## src/rtl/fetch_unit.sv

```systemverilog
// Instruction-fetch front end: PC register, valid/ready imem port, redirect/flush, decode queue.
// Optional macro FETCH_MISALIGN_TRAP_EN: misaligned redirects queue a trap NOP and halt fetch.
module fetch_unit #(
  parameter int unsigned     PC_W     = 32,
  parameter logic [PC_W-1:0] RESET_PC = '0,
  parameter int unsigned     QDEPTH   = 2
) (
  input  logic            CLK,
  input  logic            rst,
  input  logic            redirect_valid,
  input  logic [PC_W-1:0] redirect_pc,
  output logic            imem_req_valid,
  input  logic            imem_req_ready,
  output logic [PC_W-1:0] imem_req_addr,
  input  logic            imem_rsp_valid,
  input  logic [31:0]     imem_rsp_data,
  output logic            out_valid,
  input  logic            out_ready,
  output logic [PC_W-1:0] out_pc,
  output logic [31:0]     out_instr,
  output logic [4:0]      out_rd,
  output logic [4:0]      out_rs1,
  output logic [4:0]      out_rs2,
  output logic [11:0]     out_imm,
  output logic [PC_W-1:0] fetch_pc
`ifdef FETCH_MISALIGN_TRAP_EN
  ,
  output logic            out_misalign
`endif
);

  localparam int unsigned     PtrW      = (QDEPTH > 1) ? $clog2(QDEPTH) : 1;
  localparam int unsigned     CntW      = PtrW + 1;
  localparam logic [CntW-1:0] QDepthCnt = CntW'(QDEPTH);
  localparam logic [31:0]     TrapNop   = 32'h0000_0013;

  // Architectural state
  logic [PC_W-1:0] pc_q, pc_d;
  logic            outstanding_q, outstanding_d;
  logic            stale_q, stale_d;
  logic [PC_W-1:0] req_addr_q, req_addr_d;

  // Queue state
  logic [PtrW-1:0] rd_ptr_q, rd_ptr_d;
  logic [PtrW-1:0] wr_ptr_q, wr_ptr_d;
  logic [CntW-1:0] count_q, count_d;
  logic [PC_W-1:0] q_pc    [QDEPTH];
  logic [31:0]     q_instr [QDEPTH];

  // Queue write port
  logic            wr_en;
  logic [PtrW-1:0] wr_idx;
  logic [PC_W-1:0] wr_pc;
  logic [31:0]     wr_instr;

  // Control strobes
  logic            fetch_en;
  logic            req_hs;
  logic            rsp_take;
  logic            push;
  logic            pop;
  logic [PC_W-1:0] redir_tgt;

`ifdef FETCH_MISALIGN_TRAP_EN
  logic            q_mis [QDEPTH];
  logic            wr_mis;
  logic            halt_q, halt_d;
  logic            redir_mis;

  assign redir_mis = redirect_valid && (redirect_pc[1:0] != 2'b00);
  assign redir_tgt = redirect_pc;
  assign fetch_en  = !halt_q;
`else
  assign redir_tgt = redirect_pc & ~PC_W'(3);
  assign fetch_en  = 1'b1;
`endif

  // The credit check counts the in-flight request too, but that request already
  // blocks issue through outstanding_q, so the queue occupancy alone suffices here.
  assign imem_req_valid = !rst && !outstanding_q && !redirect_valid && fetch_en &&
                          (count_q < QDepthCnt);
  assign imem_req_addr  = pc_q;
  assign fetch_pc       = pc_q;

  assign req_hs   = imem_req_valid && imem_req_ready;
  assign rsp_take = imem_rsp_valid && outstanding_q;
  assign push     = rsp_take && !stale_q && !redirect_valid;
  assign out_valid = (count_q != '0);
  assign pop      = out_valid && out_ready && !redirect_valid;

  // PC and request tracking
  always_comb begin
    pc_d          = pc_q;
    outstanding_d = outstanding_q;
    stale_d       = stale_q;
    req_addr_d    = req_addr_q;

    if (redirect_valid) begin
      pc_d = redir_tgt;
    end else if (req_hs) begin
      pc_d = pc_q + PC_W'(4);
    end

    if (req_hs) begin
      outstanding_d = 1'b1;
      req_addr_d    = pc_q;
    end else if (rsp_take) begin
      outstanding_d = 1'b0;
    end

    // A response returning in the redirect cycle is simply dropped; only a
    // request still in flight needs to be marked stale.
    if (rsp_take) begin
      stale_d = 1'b0;
    end else if (redirect_valid && outstanding_q) begin
      stale_d = 1'b1;
    end
  end

  // Queue pointers and write port
  always_comb begin
    rd_ptr_d = rd_ptr_q;
    wr_ptr_d = wr_ptr_q;
    count_d  = count_q;
    wr_en    = 1'b0;
    wr_idx   = wr_ptr_q;
    wr_pc    = req_addr_q;
    wr_instr = imem_rsp_data;
`ifdef FETCH_MISALIGN_TRAP_EN
    wr_mis   = 1'b0;
    halt_d   = halt_q;
`endif

    if (redirect_valid) begin
      rd_ptr_d = '0;
      wr_ptr_d = '0;
      count_d  = '0;
`ifdef FETCH_MISALIGN_TRAP_EN
      halt_d   = redir_mis;
      if (redir_mis) begin
        wr_en    = 1'b1;
        wr_idx   = '0;
        wr_pc    = redirect_pc;
        wr_instr = TrapNop;
        wr_mis   = 1'b1;
        wr_ptr_d = PtrW'(1);
        count_d  = CntW'(1);
      end
`endif
    end else begin
      if (push) begin
        wr_en    = 1'b1;
        wr_ptr_d = wr_ptr_q + PtrW'(1);
      end
      if (pop) begin
        rd_ptr_d = rd_ptr_q + PtrW'(1);
      end
      count_d = count_q + CntW'(push) - CntW'(pop);
    end
  end

  always_ff @(posedge CLK) begin
    if (rst) begin
      pc_q          <= RESET_PC;
      outstanding_q <= 1'b0;
      stale_q       <= 1'b0;
      req_addr_q    <= '0;
      rd_ptr_q      <= '0;
      wr_ptr_q      <= '0;
      count_q       <= '0;
`ifdef FETCH_MISALIGN_TRAP_EN
      halt_q        <= 1'b0;
`endif
    end else begin
      pc_q          <= pc_d;
      outstanding_q <= outstanding_d;
      stale_q       <= stale_d;
      req_addr_q    <= req_addr_d;
      rd_ptr_q      <= rd_ptr_d;
      wr_ptr_q      <= wr_ptr_d;
      count_q       <= count_d;
`ifdef FETCH_MISALIGN_TRAP_EN
      halt_q        <= halt_d;
`endif
    end
  end

  // Entry storage needs no reset: the read side is gated by count_q.
  always_ff @(posedge CLK) begin
    if (wr_en && !rst) begin
      q_pc[wr_idx]    <= wr_pc;
      q_instr[wr_idx] <= wr_instr;
`ifdef FETCH_MISALIGN_TRAP_EN
      q_mis[wr_idx]   <= wr_mis;
`endif
    end
  end

  always_comb begin
    out_pc    = '0;
    out_instr = '0;
    if (out_valid) begin
      out_pc    = q_pc[rd_ptr_q];
      out_instr = q_instr[rd_ptr_q];
    end
  end

`ifdef FETCH_MISALIGN_TRAP_EN
  assign out_misalign = out_valid && q_mis[rd_ptr_q];
`endif

  assign out_rd  = out_instr[11:7];
  assign out_rs1 = out_instr[19:15];
  assign out_rs2 = out_instr[24:20];
  assign out_imm = out_instr[31:20];

endmodule

```

## config.mk

```make
export PLATFORM = sky130hd
export DESIGN_NAME = fetch_unit
export DESIGN_NICKNAME = d
export VERILOG_FILES = /design/src/rtl/fetch_unit.sv
export SDC_FILE = /design/constraint.sdc
export NUM_CORES = 1
export LEC_CHECK = 0
export ABC_AREA = 1
export CAP_MARGIN = 40
export CORE_AREA = 2 2 136 138
export DETAILED_ROUTE_END_ITERATION = 8
export DIE_AREA = 0 0 138 140
export PLACE_DENSITY = 0.79
export SYNTH_ARGS = -nofsm -noshare
export SYNTH_HDL_FRONTEND = slang
export SYNTH_SLANG_ARGS = --single-unit
```

## constraint.sdc

```tcl
create_clock -name CLK -period 8.8 [get_ports CLK]
set_clock_uncertainty 0.05 [all_clocks]
set_input_delay 2.2 -clock CLK [delete_from_list [all_inputs] [get_ports CLK]]
set_output_delay 2.2 -clock CLK [all_outputs]
set_load 0.02 [all_outputs]
```

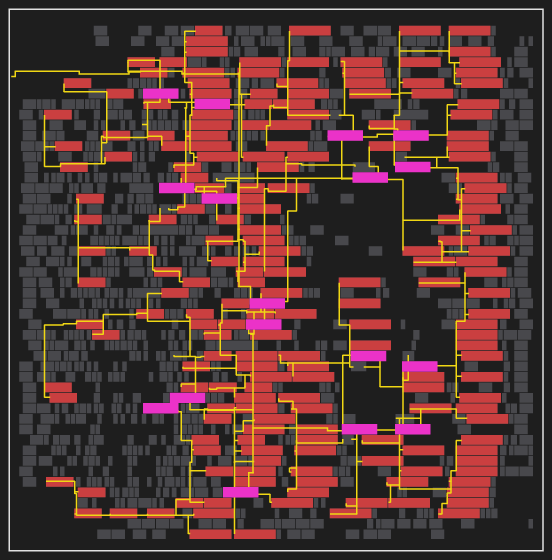
**Above:** run 1 (routed clock nets over the placement).
[red] flip-flops | count: 191
[magenta] clock-net drivers | count: 17
[yellow] clock wires | length: 1,940 µm
flops lie: all over the die
clk_lat worst skew: 0.43 ns
Clk pwr share: 0.409
Clk. pwr: 0.796 mW

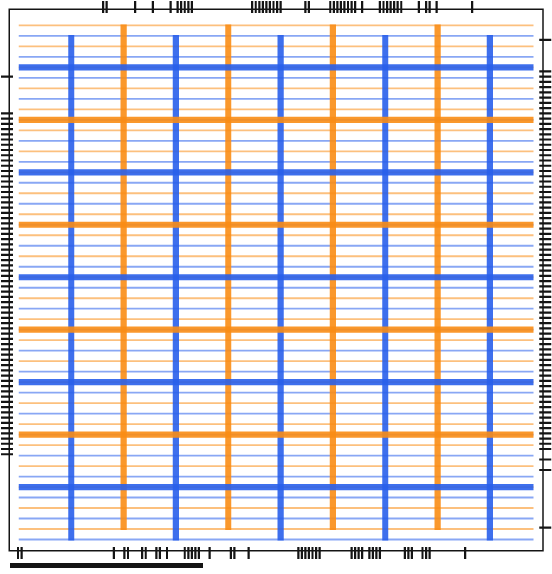
**Above:** run 1 (power grid).
The bar under the picture is 50 µm long. Pins as bars on the die edge.
[blue] VSS
[orange] VDD
rows: 49
met5 straps: 9

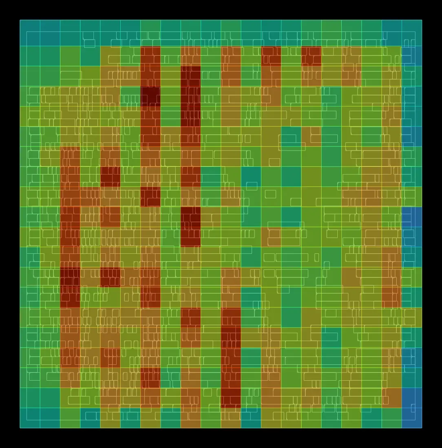
**Above:** run 1 (track usage over the die).
grt peak-use layer: met2
total track usage: 0.204

==> results_dict.tcl, run 1 <==
# place-and-route summary
set metrics [dict create \
    hold_start "req_addr_q[16]" \
    ys_sh_simple 0.207 \
    buffer_area_frac 0.204 \
    synth-xor-area-share 0.00917 \
    comb_area_um2 2680 \
    hp-class "reg2reg" \
    ff_type "edfxtp_1" \
    met3_length_mm 1.28 \
    maxSlewViolCount 0 \
    vias 6642 \
    vdd_drop_max_mv 0.135 \
    mux_share 0 \
    stdcell_area_um2 11200 \
    synth.cells.most_frequent "280 x nand2_1, 124 x edfxtp_1, 93 x a21oi_1, 67 x dfxtp_1, 66 x nor2_1" \
    clock_area_frac 0.0562 \
    setup_tns_ns 0 \
    portBuffers 218 \
    largest_reg_flops 64 \
    grt_start_max_net_pins 64 \
    drt-met1-wl_mm 8.77 \
    core_um2 17800 \
    topCombFamilyByArea "simple AND/OR/NAND/NOR gates" \
    setup.worst_path.end_class "primary output" \
    reg_top3 "q_instr x64, q_pc x60" \
    num_rows 49 \
    cts-root-buf "clkbuf_16" \
    highest_layer "met4" \
    utilization 0.629 \
    combinationalPowerShare 0.082 \
    ys_cells 934 \
    drive_gt1_frac 0.0603 \
    pwr_density_cell_nw_per_um2 174 \
    warnings 28 \
    clkbuf_count 19 \
    htreeDepth 4 \
    status "completed" \
    ys_sh_aoi 0.0871 \
    synthArstFlopShare 0 \
    antenna_found_initial 0 \
    slew_headroom 0.424 \
    nets 1155 \
    inverters 65 \
    diodes 0 \
    seq_area_um2 5070 \
    synth_cells 934 \
    top_area_cell "edfxtp_1" \
    whs_path_depth 0 \
    ys_area_um2 8590 \
    dp_cells 1292 \
    nFillCells 1462 \
    endpoint "imem_req_valid" \
    clockBufferDepth 2 \
    fp.dieW_um 138 \
    grtUsageMet2 0.342 \
    p_comb_mw 0.159 \
    die_h_um 140 \
    crit_required_ns 6.55 \
    ant_nets 0 \
    arrival_ns 3.93 \
    rr_worst_depth 11 \
    synthAdderAreaFrac 0.00437 \
    power_frac_seq 0.509 \
    logic_gate_count 580 \
    crit_chain "clkdlybuf4s50_1 > buf_4 > nor2_4 > nand2_1 > inv_1 > clkdlybuf4s50_1" \
    synth.most_common_cell "nand2_1" \
    hold_viol_final 0 \
    io_pins 227 \
    cts-resized-gates 0 \
    comb_share 0.240 \
    worst_pin_slew_ns 0.863 \
    area_delta_synth_final_pct 30.2 \
    setup_viol 0 \
    cts_buffers 17 \
    cpMaxStageDelayCell "clkdlybuf4s50_1" \
    p_int_mw 1.50 \
    met2_length_mm 9.54 \
    ys.warnings.count 0 \
    lay_top_cells "280 x nand2_1, 218 x clkdlybuf4s50_1, 124 x edfxtp_1" \
    crit_path_max_fanout 40 \
    drt_first_iter_violations 391 \
    p_sw_frac 0.230 \
    seq_area_frac 0.453 \
    largest_register "q_instr" \
    dominant_cells "registers" \
    pre_cts_ws_ns 2.64 \
    synth-seq-cells 191 \
    avgRoutedWirePerCell_um 15.0 \
    fmax_mhz 162 \
    routabilityCongestion 0.888 \
    vias_per_cell 5.02 \
    grt_pass1_vias 6126 \
    path_clk_slew_ns 0.07 \
]
**Run 1: metal layers overlaid**

The bar under the picture is 50 µm long.
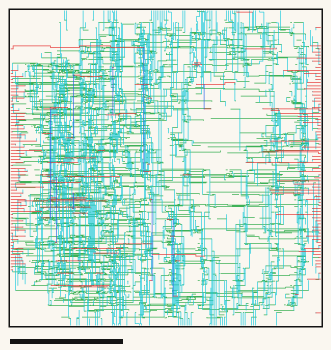

--- run 2 (diff from run 1) ---
- clock period: 8.8 -> 5.85 ns (I/O delays scaled with it)
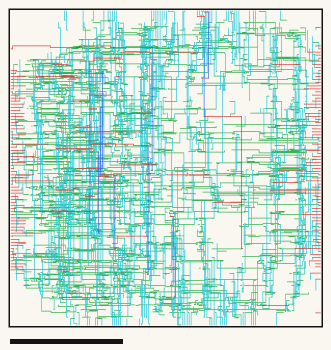
**Above:** run 2 (metal layers overlaid).
The bar under the picture is 50 µm long.
[red] M3 | wire length: 1,200 µm
[green] M1 | wire length: 9,150 µm
[blue] M4 | wire length: 495 µm
[cyan] M2 | wire length: 9,720 µm
via count: 6,679
final WL: 20.6 mm
WL/cell: 15.5 µm
total track usage: 0.213

==> run 2 against run 1 <==
Synthesized cell count did not move. Clock power grew 43%. Hold slack improved by 0.011 ns. Highest routed layer unchanged. Sequential share of layout area up 0.071 points. Sequential power rose by 51%.
==> results_dict.tcl, run 2 <==
# place-and-route summary
set metrics [dict create \
    dominant_cells "registers" \
    dieArea_um2 19300 \
    ff_type "edfxtp_1" \
    cts-resized-gates 0 \
    drt-met1-wl_mm 9.14 \
    p_int_mw 2.22 \
    topCellsByArea "edfxtp_1 43%, dfxtp_1 16%, nand2_1 12%" \
    taps 229 \
    cts_hold_buf 0 \
    ys_area_um2 8590 \
    whs_path_depth 0 \
    grt-ovfl-total 0 \
    buffer_area_frac 0.206 \
    core_um2 17800 \
    path_class "in2out" \
    hold_viol_final 0 \
    drive_gt1_frac 0.0602 \
    final_layout_top_logic_cell "nand2_1" \
    lay_top_cells "280 x nand2_1, 218 x clkdlybuf4s50_1, 124 x edfxtp_1" \
    utilization 0.628 \
    dp_hpwl_mm 13.8 \
    cts-root-buf "clkbuf_16" \
    crit_path_max_fanout 5 \
    clkbuf_count 22 \
    clk_latency_ns 0.43 \
    inverters 65 \
    seq_area_frac 0.453 \
    ys_sh_simple 0.207 \
    synth-seq-cells 191 \
    grt_pass1_vias 6281 \
    cp.depth 5 \
    hp-class "reg2reg" \
    slew_headroom 0.402 \
    cts_setup_buffers 0 \
    htreeDepth 4 \
    p_clk_frac 0.397 \
    fp.dieW_um 138 \
    cts_tree "done" \
    area_delta_synth_final_pct 30.0 \
    met3_length_mm 1.20 \
    synth.cells.most_frequent "280 x nand2_1, 124 x edfxtp_1, 93 x a21oi_1, 67 x dfxtp_1, 66 x nor2_1" \
    edf_count 124 \
    crit_required_ns 4.34 \
    setup_ws_ns 1.41 \
    stdcell_area_um2 11200 \
    vias_per_cell 5.04 \
    top_cell_area_share 0.433 \
    mux_share 0 \
    ant_nets 0 \
    synth-xor-area-share 0.00917 \
    hold_start "req_addr_q[12]" \
    highest_layer "met4" \
    arrival_ns 2.93 \
    setup.worst_path.end_class "primary output" \
    grtUsageMet2 0.353 \
    syn_area_um2 8590 \
    diodes 0 \
    placedInstanceArea_um2 10600 \
    maxPowerGroup "registers" \
    clock_area_frac 0.0534 \
    grt_pass1_wl_mm 32.5 \
    fmax_mhz 225 \
    crit_family "buffers and inverters" \
    ys_sh_aoi 0.0871 \
    route.detailed.drc 0 \
    flops 191 \
    nFillCells 1457 \
    path_clk_slew_ns 0.06 \
    pg_clk_mw 1.14 \
    vdd_drop_max_mv 0.219 \
    warnings 29 \
    final_cells 1326 \
    combinationalPowerShare 0.083 \
    power_frac_seq 0.519 \
    use_met1 0.280 \
    rsz0062_at_grt "no" \
    yosys.cell_types.count 33 \
    ys.warnings.count 0 \
    p_sw_frac 0.225 \
    comb_share 0.240 \
    fp_util 0.483 \
    status "completed" \
    topCombFamilyByArea "simple AND/OR/NAND/NOR gates" \
    comb_area_um2 2680 \
    crit_top_cell "clkdlybuf4s50_1" \
    nets 1157 \
    setup_viol 0 \
    endpoint "imem_req_valid" \
    startpoint "redirect_valid" \
    whs_endpoint "q_pc[0][12]" \
    largest_reg_flops 64 \
    maxSlewViolCount 0 \
    syn_avg_cell_area_um2 9.20 \
    cpMaxStageDelayCell "clkdlybuf4s50_1" \
    use_met3 0.0383 \
    synth_cells 934 \
    pre_cts_ws_ns 1.41 \
    synth.most_common_cell "nand2_1" \
    finalPower_mw 2.87 \
    path_buffers 3 \
    whs_ns 0.405 \
    fin_crit_sh 0.760 \
    grt_start_max_net_pins 63 \
    min_period_ns 4.44 \
    top_area_cell "edfxtp_1" \
    p_comb_mw 0.240 \
    die_h_um 140 \
    cts_buffers 17 \
    portBuffers 218 \
    synthArstFlopShare 0 \
    drt_first_iter_violations 421 \
    reg_top3 "q_instr x64, q_pc x60" \
    pwr_density_cell_nw_per_um2 257 \
    worstReg2RegEnd "count_q[1]" \
    slowest_delay_ns 0.60 \
    seq_area_um2 5070 \
    ys_cells 934 \
    cts_sinks 191 \
    gr-max-usage-layer "met2" \
    r2r_slack_ns 3.11 \
    rr_worst_depth 11 \
    num_rows 49 \
    dp_cells 1294 \
    synth_seq_share 0.589 \
    worst_pin_slew_ns 0.895 \
    logic_gate_count 580 \
    routabilityCongestion 0.852 \
    largest_register "q_instr" \
    io_pins 227 \
    antenna_found_initial 0 \
    dr.pass1.iters 4 \
    synthAdderAreaFrac 0.00437 \
    cp-start-kind "input port" \
    r2r-start "count_q[1]" \
    drv_cap 0 \
    setup_tns_ns 0 \
    p_leak_nw 4.15 \
    clockBufferDepth 2 \
    met2_length_mm 9.72 \
    crit_chain "clkdlybuf4s50_1 > nor2_4 > nand2_1 > inv_1 > clkdlybuf4s50_1" \
]
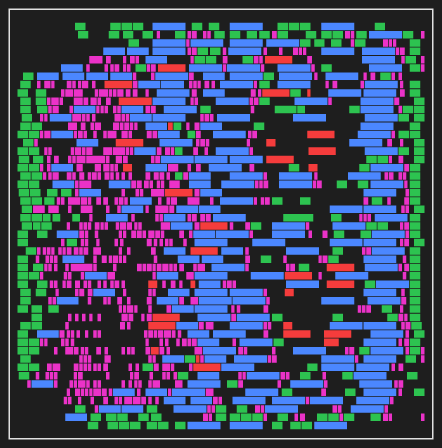
**Above:** run 2 (placement by cell class).
[magenta] remaining logic cells | cells: 645 | share of their area: 27%
[blue] sequential cells | cells: 191 | share of their area: 47%
[red] clock drivers and dummy loads | cells: 32 | share of their area: 5.5%
[green] remaining buffers and delay cells | cells: 229 | share of their area: 21%

**Run 2: power grid**

The bar under the picture is 50 µm long. Pins as bars on the die edge.
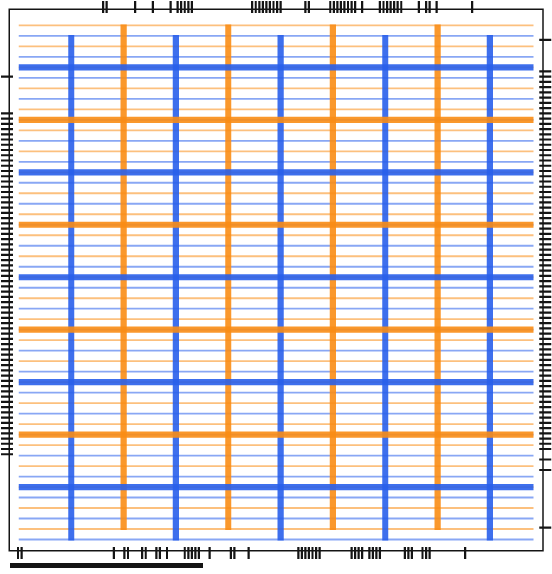

--- run 3 (diff from run 2) ---
- CORE_AREA: 2 2 136 138 -> 2 2 143 145
- DIE_AREA: 0 0 138 140 -> 0 0 145 147
- PLACE_DENSITY: 0.79 -> 0.76
- clock period: 5.85 -> 3.6 ns (I/O delays scaled with it)
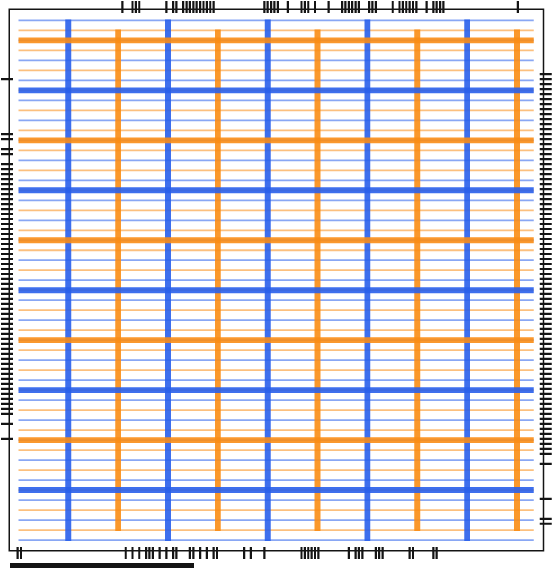
**Above:** run 3 (power grid).
The bar under the picture is 50 µm long. Pins as bars on the die edge.
[orange] VDD
[blue] VSS
met5 straps: 10
met1 rails: 53
met4 straps: 10
rows: 52

==> run 3 against run 2 <==
Combinational power grew 63%. Highest routed layer unchanged. Critical path depth shrank 1. Final cell count grew 3.3%.
==> results_dict.tcl, run 3 <==
# place-and-route summary
set metrics [dict create \
    mux_share 0 \
    hp-class "reg2reg" \
    seq_area_um2 5070 \
    met3_length_mm 1.36 \
    path_buffers 2 \
    logic_gate_count 580 \
    ys_sh_aoi 0.0871 \
    clk_latency_ns 0.42 \
    ys_area_um2 8590 \
    largest_reg_flops 64 \
    final_cells 1370 \
    grt-ovfl-total 0 \
    seq_area_frac 0.451 \
    pwr_density_cell_nw_per_um2 412 \
    dp_hpwl_mm 14.4 \
    vias_per_cell 4.96 \
    setup_viol 0 \
    vias 6792 \
    topCellsByArea "edfxtp_1 43%, dfxtp_1 16%, nand2_1 12%" \
    die_h_um 147 \
    path_class "reg2out" \
    grt_pass1_vias 6440 \
    fp_util 0.433 \
    whs_path_depth 0 \
    drt_first_iter_violations 448 \
    topCombFamilyByArea "simple AND/OR/NAND/NOR gates" \
    synth_seq_share 0.589 \
    cpMaxStageDelayCell "clkdlybuf4s50_1" \
    fp.dieW_um 145 \
    synth.cells.most_frequent "280 x nand2_1, 124 x edfxtp_1, 93 x a21oi_1, 67 x dfxtp_1, 66 x nor2_1" \
    synth.most_common_cell "nand2_1" \
    hold_viol_final 0 \
    ant_nets 0 \
    crit_family "buffers and inverters" \
    maxPowerGroup "registers" \
    rsz0062_at_grt "no" \
    crit_required_ns 2.65 \
    lay_top_cells "280 x nand2_1, 218 x clkdlybuf4s50_1, 124 x edfxtp_1" \
    p_sw_frac 0.231 \
    top_cell_area_share 0.433 \
    arrival_ns 2.44 \
    synth-seq-cells 191 \
    ys.warnings.count 0 \
    drv_cap 0 \
    reg_top3 "q_instr x64, q_pc x60" \
    hold_start "req_addr_q[25]" \
    vdd_drop_max_mv 0.292 \
    io_pins 227 \
    min_period_ns 3.39 \
    flops 191 \
    slowest_delay_ns 0.67 \
    edf_count 124 \
    grt_pass1_wl_mm 33.7 \
    top_area_cell "edfxtp_1" \
    crit_chain "buf_4 > nand2_1 > a21oi_1 > clkdlybuf4s50_1" \
    finalPower_mw 4.63 \
    clock_area_frac 0.0505 \
    p_comb_mw 0.392 \
    ys_cells 934 \
    cts-root-buf "clkbuf_16" \
    largest_register "q_instr" \
    crit_path_max_fanout 24 \
    cts_buffers 17 \
    clkbuf_count 21 \
    worst_pin_slew_ns 0.940 \
    syn_area_um2 8590 \
    p_int_mw 3.56 \
    power_frac_seq 0.523 \
    synthArstFlopShare 0 \
    combinationalPowerShare 0.085 \
    comb_share 0.240 \
    setup_ws_ns 0.206 \
    path_clk_slew_ns 0.07 \
    ff_type "edfxtp_1" \
    status "completed" \
    r2r_slack_ns 1.30 \
    syn_avg_cell_area_um2 9.20 \
    nFillCells 1725 \
    cp-start-kind "register" \
    num_rows 52 \
    setup.worst_path.end_class "primary output" \
    cts_tree "done" \
    drt-total-wl_mm 21.1 \
    htreeDepth 4 \
    p_clk_frac 0.393 \
    portBuffers 218 \
    inverters 65 \
    rr_worst_depth 10 \
    buffer_area_frac 0.207 \
    final_layout_top_logic_cell "nand2_1" \
    drt-met1-wl_mm 9.34 \
    maxSlewViolCount 0 \
    ys_sh_simple 0.207 \
    synth_cells 934 \
    dominant_cells "registers" \
    comb_area_um2 2690 \
    cts_sinks 191 \
    yosys.cell_types.count 33 \
    clockBufferDepth 2 \
    route.detailed.drc 0 \
    cp.depth 4 \
    pg_clk_mw 1.82 \
    placedInstanceArea_um2 10700 \
    dp_cells 1338 \
    grt_usage 0.199 \
    cts_setup_buffers 0 \
    r2r-start "count_q[1]" \
    antenna_found_initial 0 \
    diodes 0 \
    synth-xor-area-share 0.00917 \
    fin_crit_sh 0.943 \
    core_um2 19800 \
]
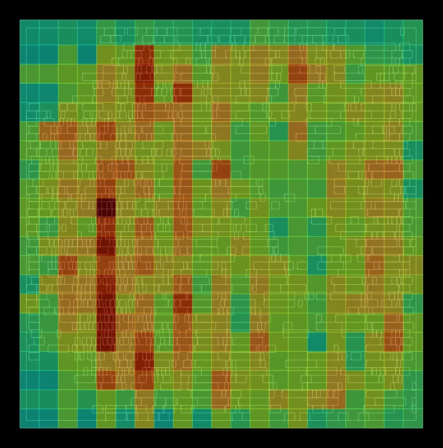
**Above:** run 3 (track usage over the die).
WL/cell: 15.4 µm
GR met2 Demand/Resource: 0.336
Final Core Density: 0.566
met1 Use GR: 0.261
met3 Use GR: 0.0407

Power is estimated from default activity; no workload was simulated.
